==> config.mk <==
export PLATFORM = sky130hd
export DESIGN_NAME = bnk_be_gen
export DESIGN_NICKNAME = d
export VERILOG_FILES = /design/src/rtl/bnk_be_gen.sv
export SDC_FILE = /design/constraint.sdc
export NUM_CORES = 1
export LEC_CHECK = 0
export ABC_AREA = 1
export CAP_MARGIN = 20
export CORE_AREA = 2 2 232 234
export DETAILED_ROUTE_END_ITERATION = 10
export DIE_AREA = 0 0 234 236
export MAX_ROUTING_LAYER = met4
export PLACE_DENSITY = 0.5
export RECOVER_POWER = 50
export SYNTH_ARGS = -nofsm -noshare
export SYNTH_HDL_FRONTEND = slang
export SYNTH_SLANG_ARGS = --single-unit
==> constraint.sdc <==
create_clock -name clk -period 0.8 [get_ports clk]
set_clock_uncertainty 0.15 [all_clocks]
set_input_delay 0.16 -clock clk [delete_from_list [all_inputs] [get_ports clk]]
set_output_delay 0.16 -clock clk [all_outputs]
set_load 0.02 [all_outputs]
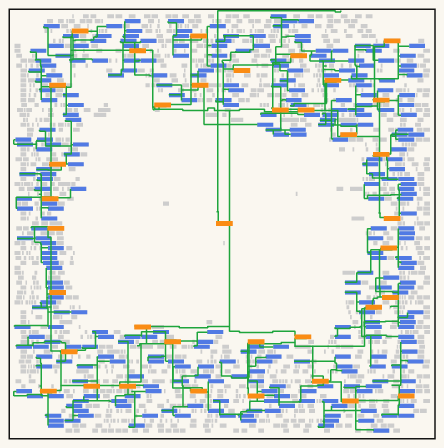
run_1/clock_wires.png
legend:
  orange:
    item: clock-net drivers
    count: 37
  green:
    item: clock wires
    length: 4340 um
  blue:
    item: flip-flops
    count: 307
flops lie: widely spread
routed clock nets: 38
clock share of power: 40.5%
clk pwr: 16800 uW

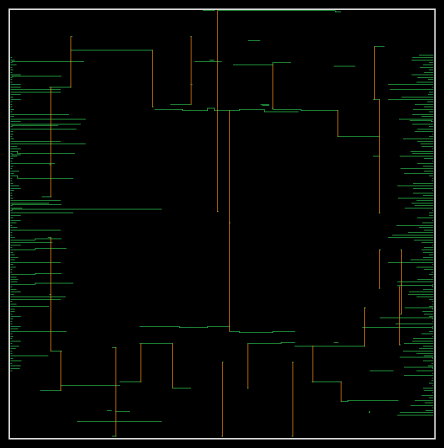
run_1/layers.png
Two of the layers only.
legend:
  orange:
    layer: M4
    wire_length: 945 um
  green:
    layer: M3
    wire_length: 3200 um
Total GRT Usage: 14.02%
via count: 8568

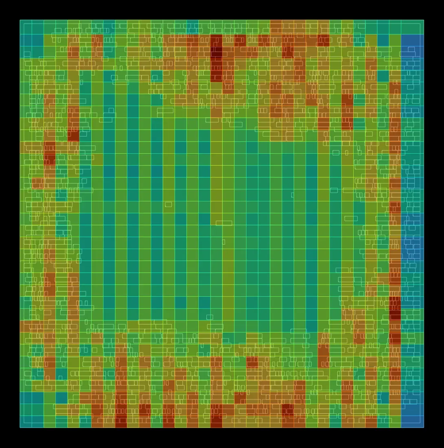
run_1/congestion_map.png
Routed WL per cell: 16.77 um
busiest layer in global routing: met2
M2 GR Usage: 23.88%
Core Util, Final: 36.51%

==> impl_metrics.json, run 1 <==
{
  "cts.sinks": 307,
  "die_x_um": 234,
  "drc": 0,
  "setup_ws_ps": -608.8,
  "maxSlewViolCount": 0,
  "violations": "negative hold slack, negative setup slack",
  "rows": 85,
  "critPathBufInv": 1,
  "worstSetupPathType": "flip-flop to output port",
  "cts_max_level": 2,
  "final_nets": 1866,
  "antenna_found_initial": 3,
  "dp.cells": 2225,
  "outcome": "complete, but fails checks",
  "fin_hold_ws_ps": -175.2,
  "hold_viol": 58,
  "setup_viol": 604,
  "drt_wl_total_um": 38460,
  "dp_slack_ps": -641.8,
  "path_clk_slew_ps": 60,
  "largest_reg_flops": 256,
  "syn-num-nets": 1184,
  "hpwl_um": 30670,
  "final_cell_area_um2": 19380
}
run 1: layout by cell type, fill, tap and decap left out, drive strengths merged:
cell and count:
clkdlybuf4s50 228, conb 1, clkdlybuf4s25 1, o21ai 224
dlygate4sd3 45, inv 241, dfrtp 307, nand2 43
nand3 6, clkinvlp 3, diode 3, nor2 5
a21oi 28, bufinv 2, buf 394, clkbuf 61
clkinv 6
run 1: metal layers:
metal	vias up	track usage [%]	wire length [um]
met5	-	-	0
met4	0	4.277	944
li1	4071	-	-
met1	4081	15.61	14920
met2	359	23.88	19400
met3	57	4.340	3197
run 1: cells in the mapped netlist (all sizes together):
library cell  number  share of area, %
nand3              6              0.29
inv              240               8.7
nand2             43               1.7
o21ai            224                11
a21oi             28               1.4
nor2               5              0.18
conb               1             0.036
buf               33               2.9
dfrtp            307                74
run 1: cell families after synthesis:
logic type | Yosys count | share of synthesized area, %
AOI/OAI and AO/OA | 252 | 12.17
buffers and inverters | 273 | 11.55
DFF | 307 | 74.12
other | 1 | 0.03618
and+or+nand+nor | 54 | 2.125
run 1: through the flow:
step	hold slack (ps)	total power (uW)	util, %	setup TNS [ps]
after global placement	-4.849	24680	33.70	-239430
final	-175.2	41380	36.51	-181710
after detailed placement	-0.7593	24710	33.70	-241570
after global routing	-178.5	43250	36.51	-211630
after floorplan	-285.6	19740	-	-21840
after CTS	-194.0	42220	36.80	-181690
run 1: report_power, final:
group | total [uW] | internal, uW | switching [uW]
Clock | 16800 | 10200 | 6560
Sequential | 17200 | 16600 | 541
Combinational | 7460 | 3890 | 3570
run 1: timing repair:
item / CTS / global route
hold endpoints to repair: 458 / 86
setup endpoints to repair: 312 / 346
resized: 1828 / 5
pin swaps: 0 / 1
run 1: cell type report:
| class | instances | area share [%] |
|---|---|---|
| Multi-Input combinational cell | 307 | 8.136 |
| Clock buffer | 53 | 5.669 |
| Timing Repair Buffer | 676 | 36.74 |
| Tap cell | 696 | 4.494 |
| Sequential cell | 307 | 39.65 |
| Antenna cell | 3 | 0.03874 |
| Clock inverter | 12 | 0.6263 |
| Inverter | 240 | 4.649 |
==> inputs of run 2 (changes only) <==
--- a/config.mk
+++ b/config.mk
@@ -16,3 +16,4 @@
 export SYNTH_ARGS = -nofsm -noshare
 export SYNTH_HDL_FRONTEND = slang
 export SYNTH_SLANG_ARGS = --single-unit
+export TNS_END_PERCENT = 100
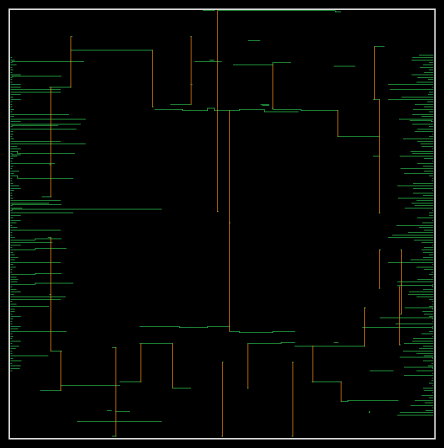
run_2/layers.png
Two of the layers only.
legend:
  green:
    layer: M3
    wire_length: 3200 um
  orange:
    layer: M4
    wire_length: 945 um
WL final: 38460 um

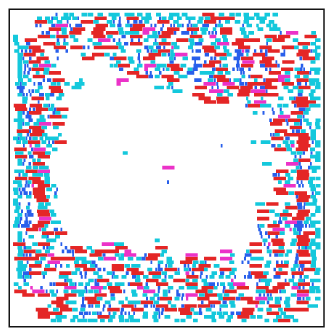
run_2/class_map.png
legend:
  magenta:
    class: clock drivers and dummy loads
    cells: 65
    share_of_their_area: 6.6%
  cyan:
    class: remaining buffers and delay cells
    cells: 676
    share_of_their_area: 38%
  red:
    class: sequential cells
    cells: 307
    share_of_their_area: 42%
  blue:
    class: remaining logic cells
    cells: 547
    share_of_their_area: 13%
Placement Rows: 85
post-route cell area: 19380 um^2
area of the core: 53070 um^2

==> run 2 against run 1 <==
The flow still finishes with violations (negative hold slack, negative setup slack); critical path depth is the same; clock power hardly changed; count of clock-buffer cells in the layout unchanged; design area unchanged; via count unchanged; first-iteration DRC count unchanged; die area did not move; critical path type unchanged; critical endpoint unchanged.
==> impl_metrics.json, run 2 <==
{
  "top_cells_by_count": "dfrtp_1 (307), inv_1 (240), o21ai_0 (155)",
  "vias": 8568,
  "synth-edff-count": 0,
  "syn-num-nets": 1184,
  "finalClockPeriodUsage_pct": 176.1,
  "wl_per_cell_um": 16.77,
  "worstSetupPathType": "flip-flop to output port",
  "synth.most_common_cell": "dfrtp_1",
  "setup_viol": 604,
  "largest_reg_flops": 256,
  "cts_tree": "yes",
  "maxSlewViolCount": 0,
  "setup_ws_ps": -608.8,
  "critPathBufInv": 1,
  "dp.cells": 2225,
  "cp_max_fo": 1,
  "cp_cell_sequence": "buf_6",
  "final_nets": 1866,
  "largest_area_cell": "dfrtp_1",
  "hold_viol": 58,
  "drc": 0,
  "layout_top_cell": "buf_6",
  "cts_max_level": 2,
  "violations": "negative hold slack, negative setup slack",
  "dp_slack_ps": -641.8,
  "topCellsByArea": "dfrtp_1 (74%), inv_1 (8.7%), o21ai_0 (7.5%)",
  "ys_sh_aoi_pct": 12.17,
  "ys_sh_mux_pct": 0,
  "synthArstFlopShare_pct": 100.0,
  "die_x_um": 234,
  "outcome": "complete, but fails checks",
  "path_clk_slew_ps": 60,
  "fin_hold_ws_ps": -175.2,
  "antenna_found_initial": 3,
  "grt_max_degree": 56,
  "ys_top_logic_family": "AND-OR/OR-AND gates",
  "lay_top_cells": "buf_6 (309), dfrtp_1 (307), inv_1 (240), clkdlybuf4s50_1 (228), o21ai_0 (150)",
  "dominantRegCellSynth": "dfrtp_1",
  "hpwl_um": 30670,
  "top_cell_area_share_pct": 74.12,
  "xor_area_share_pct": 0,
  "grtUsageTotal_pct": 14.02,
  "ys_sh_simple_pct": 2.125,
  "vias_per_cell": 3.735,
  "rsz0062_at_grt": "yes",
  "ys_sh_adder_pct": 0,
  "cts.sinks": 307,
  "slowest_delay_ps": 420
}
-- run 2: cell counts in the layout (fill, tap and decap cells not counted) --
Identical to the previous run, type by type.
-- run 2: cell type report --
class                           instances  area (um^2)
Fill cell                            5320        33690
Sequential cell                       307         7682
Antenna cell                            3        7.507
Inverter                              240        900.9
Timing Repair Buffer                  676         7119
Clock inverter                         12        121.4
Tap cell                              696        870.8
Multi-Input combinational cell        307         1577
Clock buffer                           53         1099
-- run 2: cells by family after synthesis --
logic type	after synthesis
other	1
AND-OR/OR-AND	252
AND/OR/NAND/NOR	54
flip-flops	307
buffers and inverters	273
-- run 2: what timing repair did --
action                                 4_1_cts  5_1_grt
pin swaps                                    0        1
gates cloned                                 0        0
gates resized                             1828        5
setup endpoints to repair                  312      346
endpoints found under the hold margin      458       86
-- run 2: per-stage QoR --
stage	setup TNS, ps	hold slack [ps]	util [%]	total power, uW
2_1_floorplan	-21840	-285.6	-	19740
3_3_place_gp	-239430	-4.849	33.70	24680
3_5_place_dp	-241570	-0.7593	33.70	24710
4_1_cts	-181690	-194.0	36.80	42220
5_1_grt	-211630	-178.5	36.51	43250
6_report	-181710	-175.2	36.51	41380
-- run 2: metal layers --
metal	vias to the layer above	part of all wire, %	GRT usage, %
li1	4071	-	-
met5	-	0	-
met3	57	8.3	4.340
met2	359	50	23.88
met4	0	2.5	4.277
met1	4081	39	15.61
-- run 2: power by group --
group / total (uW) / switching (uW) / internal (uW)
logic: 7460 / 3570 / 3890
registers: 17200 / 541 / 16600
clock network: 16800 / 6560 / 10200
total: 41400 / 10700 / 30700
No activity file was given, so power comes from the tool's default toggle rates.
